Fig. 1: run 1, sequential cells grouped by signal name
Scale bar: 20 um.
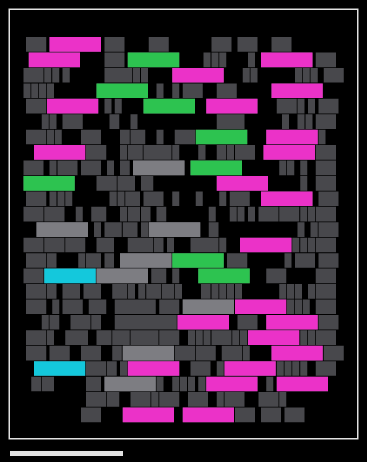
Fig. 2: run 1, routed metal, one color a layer
Two of the layers only.
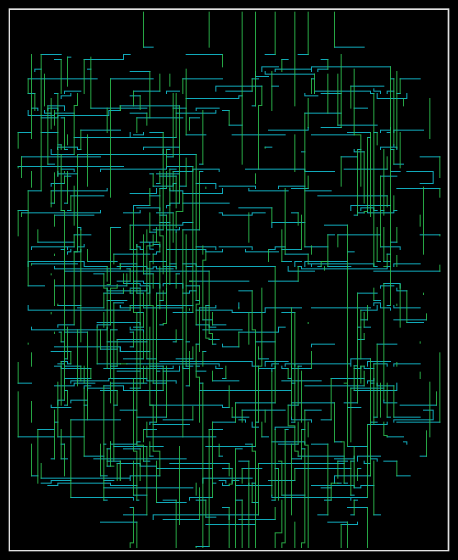
Fig. 3: run 1, gate families picked out
Scale bar: 20 um.
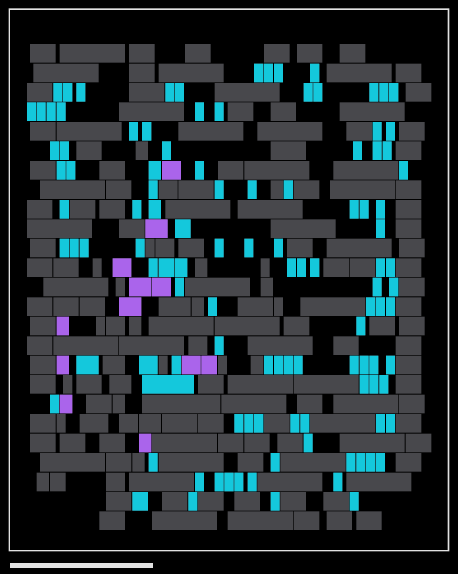
Fig. 4: run 1, clock routing
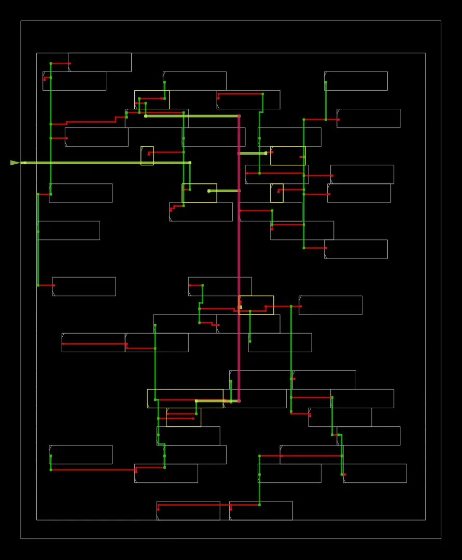
File: src/rtl/fetch_pkg.sv
// Shared constants and FSM state encoding for the instruction fetch unit.
package fetch_pkg;

    localparam int ADDR_W_DEF = 8;
    localparam int DATA_W_DEF = 24;

    typedef logic [1:0] fetch_state_t;

    localparam fetch_state_t ST_FETCH  = 2'd0;
    localparam fetch_state_t ST_WAIT   = 2'd1;
    localparam fetch_state_t ST_VALID  = 2'd2;
    localparam fetch_state_t ST_HALTED = 2'd3;

endpackage

File: src/rtl/fetch_pc.sv
// Program counter: increments with natural wrap, or loads a redirect target.
module fetch_pc
    import fetch_pkg::*;
#(
    parameter int                ADDR_W   = ADDR_W_DEF,
    parameter logic [ADDR_W-1:0] RESET_PC = '0
) (
    input  logic              clk,
    input  logic              rst,
    input  logic              inc_i,
    input  logic              load_i,
    input  logic [ADDR_W-1:0] load_val_i,
    output logic [ADDR_W-1:0] pc_o
);

    logic [ADDR_W-1:0] pc_q;
    logic [ADDR_W-1:0] pc_d;

    // Load wins over increment; the FSM never asserts both together.
    always_comb begin
        pc_d = pc_q;
        if (load_i) begin
            pc_d = load_val_i;
        end else if (inc_i) begin
            pc_d = pc_q + {{(ADDR_W-1){1'b0}}, 1'b1};
        end
    end

    always_ff @(posedge clk or posedge rst) begin
        if (rst) begin
            pc_q <= RESET_PC;
        end else begin
            pc_q <= pc_d;
        end
    end

    assign pc_o = pc_q;

endmodule

File: src/rtl/fetch_unit.sv
// Single-outstanding instruction fetcher: FETCH -> WAIT -> VALID, with halt/redirect at transfer.
// Optional transfer counter output fetch_count is enabled by defining FETCH_PERF_EN.
module fetch_unit
    import fetch_pkg::*;
#(
    parameter int                ADDR_W   = ADDR_W_DEF,
    parameter int                DATA_W   = DATA_W_DEF,
    parameter logic [ADDR_W-1:0] RESET_PC = '0
) (
    input  logic              clk,
    input  logic              rst,
    output logic [ADDR_W-1:0] address,
    output logic              er,
    input  logic [DATA_W-1:0] data_in,
    output logic [DATA_W-1:0] instr,
    output logic [ADDR_W-1:0] instr_pc,
    output logic              instr_valid,
    input  logic              instr_ready,
    input  logic              jump_valid,
    input  logic [ADDR_W-1:0] jump_target,
    input  logic              halt,
`ifdef FETCH_PERF_EN
    output logic [15:0]       fetch_count,
`endif
    output fetch_state_t      dbg_state_o
);

    // Handshake: a transfer happens on a rising edge where instr_valid and instr_ready are both 1.
    fetch_state_t      state_q;
    fetch_state_t      state_d;
    logic [DATA_W-1:0] instr_q;
    logic [ADDR_W-1:0] instr_pc_q;
    logic [ADDR_W-1:0] pc;
    logic              xfer;

    assign xfer = (state_q == ST_VALID) && instr_ready;

    always_comb begin
        state_d = state_q;
        case (state_q)
            ST_FETCH:  state_d = ST_WAIT;
            ST_WAIT:   state_d = ST_VALID;
            ST_VALID:  if (instr_ready) state_d = halt ? ST_HALTED : ST_FETCH;
            ST_HALTED: if (!halt) state_d = ST_FETCH;
            default:   state_d = ST_FETCH;
        endcase
    end

    always_ff @(posedge clk or posedge rst) begin
        if (rst) begin
            state_q    <= ST_FETCH;
            instr_q    <= '0;
            instr_pc_q <= '0;
        end else begin
            state_q <= state_d;
            if (state_q == ST_WAIT) begin
                instr_q    <= data_in;
                instr_pc_q <= pc;
            end
        end
    end

    fetch_pc #(
        .ADDR_W   (ADDR_W),
        .RESET_PC (RESET_PC)
    ) u_pc (
        .clk        (clk),
        .rst        (rst),
        .inc_i      (state_q == ST_WAIT),
        .load_i     (xfer && jump_valid),
        .load_val_i (jump_target),
        .pc_o       (pc)
    );

    // State already rests at FETCH during reset, so er is gated by rst to stay quiet until release.
    assign er          = (state_q == ST_FETCH) && !rst;
    assign address     = pc;
    assign instr       = instr_q;
    assign instr_pc    = instr_pc_q;
    assign instr_valid = (state_q == ST_VALID);
    assign dbg_state_o = state_q;

`ifdef FETCH_PERF_EN
    logic [15:0] fetch_cnt_q;

    always_ff @(posedge clk or posedge rst) begin
        if (rst) begin
            fetch_cnt_q <= '0;
        end else if (xfer && (fetch_cnt_q != 16'hFFFF)) begin
            fetch_cnt_q <= fetch_cnt_q + 16'd1;
        end
    end

    assign fetch_count = fetch_cnt_q;
`endif

endmodule
File: config.mk
export PLATFORM = sky130hd
export DESIGN_NAME = fetch_unit
export DESIGN_NICKNAME = d
export VERILOG_FILES = /design/src/rtl/fetch_pkg.sv /design/src/rtl/fetch_pc.sv /design/src/rtl/fetch_unit.sv
export SDC_FILE = /design/constraint.sdc
export NUM_CORES = 1
export LEC_CHECK = 0
export CAP_MARGIN = 25
export CORE_ASPECT_RATIO = 1.25
export CORE_MARGIN = 2
export CORE_UTILIZATION = 44
export DETAILED_ROUTE_END_ITERATION = 12
export GPL_TIMING_DRIVEN = 0
export MAX_ROUTING_LAYER = met4
export PLACE_DENSITY = 0.84
export SYNTH_ARGS = -nofsm -noshare
export SYNTH_HDL_FRONTEND = slang
export SYNTH_SLANG_ARGS = --single-unit
export TNS_END_PERCENT = 20
File: constraint.sdc
create_clock -name clk -period 3.5 [get_ports clk]
set_clock_uncertainty 0.2 [all_clocks]
set_input_delay 0.35 -clock clk [delete_from_list [all_inputs] [get_ports clk]]
set_output_delay 0.35 -clock clk [all_outputs]
set_load 0.005 [all_outputs]
==> results_dict.tcl, run 1 <==
# yosys + openroad results
set metrics [dict create \
    status "complete, no violations" \
    dr.pass1.iters 4 \
    slowest_delay_ns 0.53 \
    ctsRootBufferMaster "clkbuf_8" \
    p_per_area_nw_per_um2 897 \
    drtIter0Drc 96 \
    nets 323 \
    cts-htree-levels 2 \
    p_leak_nw 1.32 \
    antenna_found_initial 0 \
    fin_crit_ns 2.13 \
    setup_ws_ns 1.37 \
    cts_buffer_depth 2 \
    warnings 26 \
    synth_flops 42 \
    routabilityCongestion 0.880 \
    finalCritPeriodShare_pct 60.9 \
    syn_area_um2 1800 \
    grt_max_degree 43 \
    hold_viol_final 0 \
    clkTransAtPathRegs_ns 0.07 \
    avgSynthCellArea_um2 9.07 \
    critical_path_arrival_ns 1.58 \
    fp_util_pct 46.7 \
    cts_tree "yes" \
    rsz0062_at_grt "false" \
    yosysWarnings 0 \
    io_buffers 80 \
    critPathRequiredTime_ns 2.95 \
    row_count 25 \
    ant_nets 0 \
    worst_path_max_delay_cell "clkdlybuf4s50_1" \
    hold_class "reg -> reg" \
    max_cap_violations 0 \
    ctsResizeCount 0 \
    crit_path_start_kind "flop" \
    drc 0 \
    diodes 0 \
    cp_max_fo 10 \
    synth-edff-count 0 \
    chipWidth_um 61.1 \
    p_total_mw 2.49 \
    worst_ir_drop_vdd_mv 0.536 \
    final_layout_top_logic_cells "102 x nand2_1, 80 x clkdlybuf4s50_1, 42 x dfrtp_1" \
    grt_pass1_wl_um 7130 \
    io_pins 81 \
    core-area_um2 3850 \
    setup_tns_ns 0 \
    slew_headroom_pct 43.7 \
    area_delta_synth_final_pct 54.4 \
    synthArstFlopShare_pct 100 \
    die_area_um2 4610 \
    syn_nets 236 \
    syn_inst 198 \
    dp_slack_ns 1.47 \
    yosys-stat-area_um2 1800 \
    cts_hold_buf 0 \
    criticalPathCategory "reg -> out" \
    final-setup-viol-count 0 \
    ys_seq_share_pct 58.5 \
    die_h_um 75.4 \
    max_freq_mhz 469 \
    slew_viol_final 0 \
    grt_remaining_overflow 0 \
    postCtsSetupBuffers 0 \
    track_usage_pct 21.3 \
    vias_per_cell 4.87 \
    fill_cells 302 \
    synth.distinct_cells 36 \
    ys_cells 198 \
    final_area_um2 2770 \
    ys.flop_type "dfrtp_1" \
    dp_hpwl_um 3230 \
    cp_cell_sequence "buf_4 -> nor3_1 -> clkdlybuf4s50_1" \
    tightestPinTransition_ns 0.843 \
    place_area_um2 2660 \
    grt_pass1_vias 1593 \
    drive_gt1_share_pct 6.29 \
    crit_path_end_kind "output pin" \
]
About Fig. 1:
[`instr`] magenta | flops: 24 | where: all over the die
[`dbg_state_o`] cyan | flops: 2
[`instr_pc`] green | flops: 8
not colored: 8
sequential power: 899 uW
FF/Latch Area: 1050 um^2
Seq/total area: 37.9%
final design utilization: 72.1%

About Fig. 2:
[M2] green | wire length: 2140 um
[M1] cyan | wire length: 1790 um
average wire per standard cell: 12.8 um
via count: 1655
WL final: 4360 um

About Fig. 3:
[nand cells] cyan | cells: 111 | where: all over the die
[aoi and oai cells] purple | cells: 12
Finished Layout Cells: 340
Comb/total area: 24.4%
Commonest Layout Cell: nand2_1

About Fig. 4:
clk latency late pin: 0.29 ns
total CTS buffers: 5
CLK BUF: 5
clock tree sinks: 42

==> run 1: metal layers <==
layer  global-route usage (%)  up-vias  wire (um)
li1                         -      820          -
met1                     25.0      761       1790
met2                     35.9       69       2140
met3                     6.11        5        382
met4                     5.07        0         41
met5                        -        -          0
==> run 1: metrics by stage <==
stage,utilization [%],hold WS [ns],instances
finish,72.1,0.274,340
detailed placement,69.2,0.262,332
CTS,72.1,0.281,340
floorplan,-,0.255,198
global placement,69.2,0.256,332
global route,72.1,0.298,340
==> run 1: Yosys cell counts (2+ instances only) <==
library cell  count  share of area [%]
a311oi_1          2               0.98
buf_1             2               0.42
buf_2             6                1.7
clkbuf_1          2               0.42
dfrtp_1          42                 59
nand2_1         102                 21
nand3_1           3               0.84
nand4_1           2               0.70
nor2_1            5                1.0
nor3_1            2               0.56
o21ai_0           3               0.84
or4_1             3                1.3
==> run 1: kinds of logic after synthesis <==
logic type,count (synthesis),share of synthesized area (%)
and+or+nand+nor,127,30.8
adders and majority gates,1,0.697
xor gates and xnor gates,1,0.488
DFF,42,58.5
buffers and inverters,13,3.76
AOI/OAI and AO/OA,13,5.16
muxes,1,0.558
==> run 1: critical path: cells and delay by family (launching register included) <==
family        cells  cell delay [ns]
buf+inv           2             0.71
flops             1             0.40
simple gates      1             0.18
==> run 1: where the power goes <==
part | internal, mW | switching [mW] | total, mW
clock | 0.210 | 0.164 | 0.374
combinational | 0.683 | 0.532 | 1.21
sequential | 0.728 | 0.171 | 0.899
==> run 1: state kept, by name (all words and copies together), names as in the netlist <==
register     cells
dbg_state_o      2
instr_pc         8
u_pc.pc_o        8
instr           24
==> run 1: final cells by class <==
cell class | count | area, um^2 | area share (%)
Tap cell | 54 | 67.6 | 2.44
Timing Repair Buffer | 80 | 801 | 28.9
Clock inverter | 3 | 40.0 | 1.44
Clock buffer | 5 | 68.8 | 2.48
Multi-Input combinational cell | 143 | 677 | 24.4
Inverter | 1 | 3.75 | 0.135
Buffer | 12 | 63.8 | 2.30
Sequential cell | 42 | 1050 | 37.9
==> run 1: final timing paths <==
kind | start | end | slack, ns | cells past startpoint
max reg2reg | u_pc.pc_o[0] | u_pc.pc_o[6] | 1.76 | 4
min in group asynchronous | rst | instr[17] | 0.38 | 2
max | dbg_state_o[0] | er | 1.37 | 3
max in group asynchronous | rst | instr[5] | 2.19 | 2
min | instr_pc[6] | instr_pc[6] | 0.27 | 2
min reg2reg | instr_pc[6] | instr_pc[6] | 0.27 | 2
Fig. 5: run 1, pin map
Pins as bars across the die edge, other pins in gray.
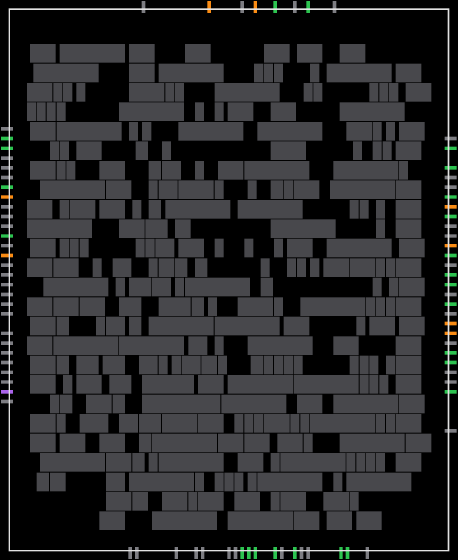

==> inputs of run 2 (changes only) <==
CORE_UTILIZATION = 37   (was 44)
PLACE_DENSITY = 0.75   (was 0.84)
clock period = 1.8 ns   (was 3.5 ns; I/O delays follow)
Fig. 6: run 2, pin map
Pins as bars across the die edge, other pins in gray.
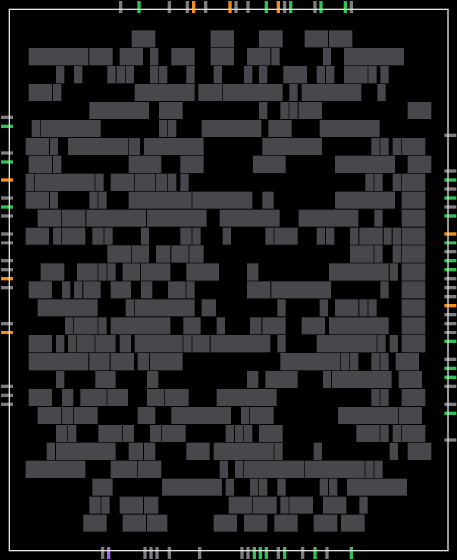
[`data_in`] green | pins: 24 | direction: input | edge: 10 right, 6 bottom, 5 top, 3 left
[`er`] purple | pins: 1 | direction: output | edge: bottom
[`instr_pc`] orange | pins: 8 | direction: output | edge: 3 top, 3 left, 2 right
all pins by edge: 27 right, 19 left, 18 bottom, 17 top
die width: 66.3 um
die span in y: 81.9 um
Port-buffer cells: 80

Fig. 7: run 2, routed metal, one color a layer
Two of the layers only.
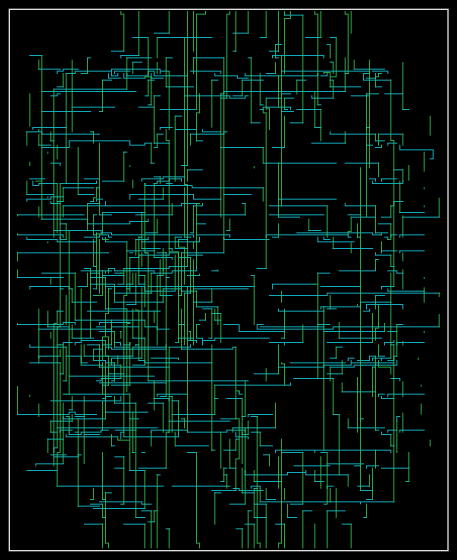
[M2] green | wire length: 2080 um
[M1] cyan | wire length: 1940 um
average wire per standard cell: 12.8 um
Overall Global Routing Usage: 18.7%
via count: 1643
WL final: 4390 um

==> run 2 against run 1 <==
Sequential power rose by 95%. Combinational power rose by 94%. Register-to-register slack got worse by 1.6 ns. Sequential share of layout area rose by 0.34 points. Global-route usage fell by 2.6 points. Critical path depth fell by 2.
==> results_dict.tcl, run 2 <==
# yosys + openroad results
set metrics [dict create \
    status "complete, no violations" \
    place_area_um2 2670 \
    cts-htree-levels 2 \
    critical_path_arrival_ns 1.34 \
    tightestPinTransition_ns 0.861 \
    yosysTopAreaCellShare_pct 58.5 \
    clock_sinks 42 \
    slew_viol_final 0 \
    ys_cells 198 \
    dr.pass1.iters 4 \
    nets 322 \
    routabilityCongestion 0.833 \
    yosysMostFrequentCell "nand2_1" \
    dp_hpwl_um 3120 \
    worst_path_max_delay_cell "clkdlybuf4s50_1" \
    slew_headroom_pct 42.6 \
    vias_per_cell 4.78 \
    yosysTopAreaCell "dfrtp_1" \
    largest_reg_flops 24 \
    die_area_um2 5430 \
    row_count 28 \
    fin_crit_ns 1.72 \
    synth-edff-count 0 \
    worst_ir_drop_vdd_mv 0.767 \
    p_per_area_nw_per_um2 1690 \
    fp_util_pct 38.2 \
    cts_buffer_depth 2 \
    synthArstFlopShare_pct 100 \
    antenna_found_initial 0 \
    placed_cells 338 \
    ant_nets 0 \
    cp_max_fo 6 \
    criticalPathCategory "reg -> out" \
    netSwitchingFraction_pct 35.6 \
    synth.distinct_cells 36 \
    cell_internal_pwr_mw 3.00 \
    area_delta_synth_final_pct 53.2 \
    clkTransAtPathRegs_ns 0.08 \
    final-setup-viol-count 0 \
    max_cap_violations 0 \
    ys_seq_share_pct 58.5 \
    power_frac_clock_pct 12.2 \
    crit_start "u_pc.pc_o[4]" \
    drive_gt1_share_pct 7.04 \
    crit_path_start_kind "flop" \
    core-area_um2 4690 \
    setup_tns_ns 0 \
    p_sw_mw 1.66 \
    p_leak_nw 1.31 \
    syn_nets 236 \
    grt_pass1_wl_um 7590 \
    max_freq_mhz 582 \
    cts_buffers 5 \
    hold_viol_final 0 \
    syn_area_um2 1800 \
    dp_slack_ns -0.0729 \
    critical-path-top-delay-family "buffers and inverters" \
    clock_latency_ns 0.29 \
    grt_pass1_vias 1627 \
    synth_flops 42 \
    rsz0062_at_grt "false" \
    critPathBufInv 1 \
    combPwrFrac_pct 50.3 \
    worstReg2RegStart "u_pc.pc_o[3]" \
    postCtsSetupBuffers 0 \
    yosys-stat-area_um2 1800 \
    setup_ws_ns 0.0829 \
    fin_hold_ws_ns 0.201 \
    drtIter0Drc 119 \
    topCellsByArea "dfrtp_1 59%, nand2_1 21%, buf_2 1.7%" \
    common_cells "102 x nand2_1, 42 x dfrtp_1, 6 x buf_2" \
]
## run 2: cells by family (layout without fill, tap and decap cells)
logic type                 after synthesis  after routing  synth area share (%)
muxes                                    1              1                 0.558
DFF                                     42             42                  58.5
AOI/OAI and AO/OA                       13             13                  5.16
and+or+nand+nor                        127            127                  30.8
buffers and inverters                   13             99                  3.76
xor gates and xnor gates                 1              1                 0.488
adders and majority gates                1              1                 0.697
## run 2: per-layer routing
metal  track usage, %  part of all wire (%)
met5                -                     0
met4             4.90                   1.2
met3             4.25                   7.1
met2             31.0                    47
met1             23.1                    44
## run 2: area by class of cell
class / instances / area (um^2)
Timing Repair Buffer: 80 / 798
Clock buffer: 5 / 68.8
Sequential cell: 42 / 1050
Multi-Input combinational cell: 143 / 677
Inverter: 1 / 3.75
Fill cell: 438 / 1940
Tap cell: 60 / 75.1
Buffer: 11 / 66.3
Clock inverter: 2 / 10.0
## run 2: worst paths after layout
kind / end / cells past startpoint
min reg2reg: instr_pc[7] / 2
max: address[4] / 1
min in group clk: instr[22] / 3
max reg2reg: u_pc.pc_o[7] / 4
max in group asynchronous: u_pc.pc_o[0] / 2
min: dbg_state_o[1] / 2
## run 2: timing repair
action,CTS,global route
gates resized,3,3
endpoints found under the setup margin,2,26
hold buffers,0,0
## run 2: through the flow
stage	power, mW	utilization, %
detailed placement	4.15	56.9
CTS	4.74	58.6
global route	5.13	58.6
finish	4.66	58.6
global placement	4.09	56.9
floorplan	2.81	-
## run 2: power by group through the flow
stage	Clock (mW)	Sequential, mW	Combinational, mW
3_5_place_dp	0	1.76	2.39
4_1_cts	0.595	1.75	2.39
2_1_floorplan	0	1.77	1.04
6_report	0.567	1.75	2.35
3_3_place_gp	0	1.75	2.34
5_1_grt	0.642	1.82	2.67
No activity file was given, so power comes from the tool's default toggle rates.
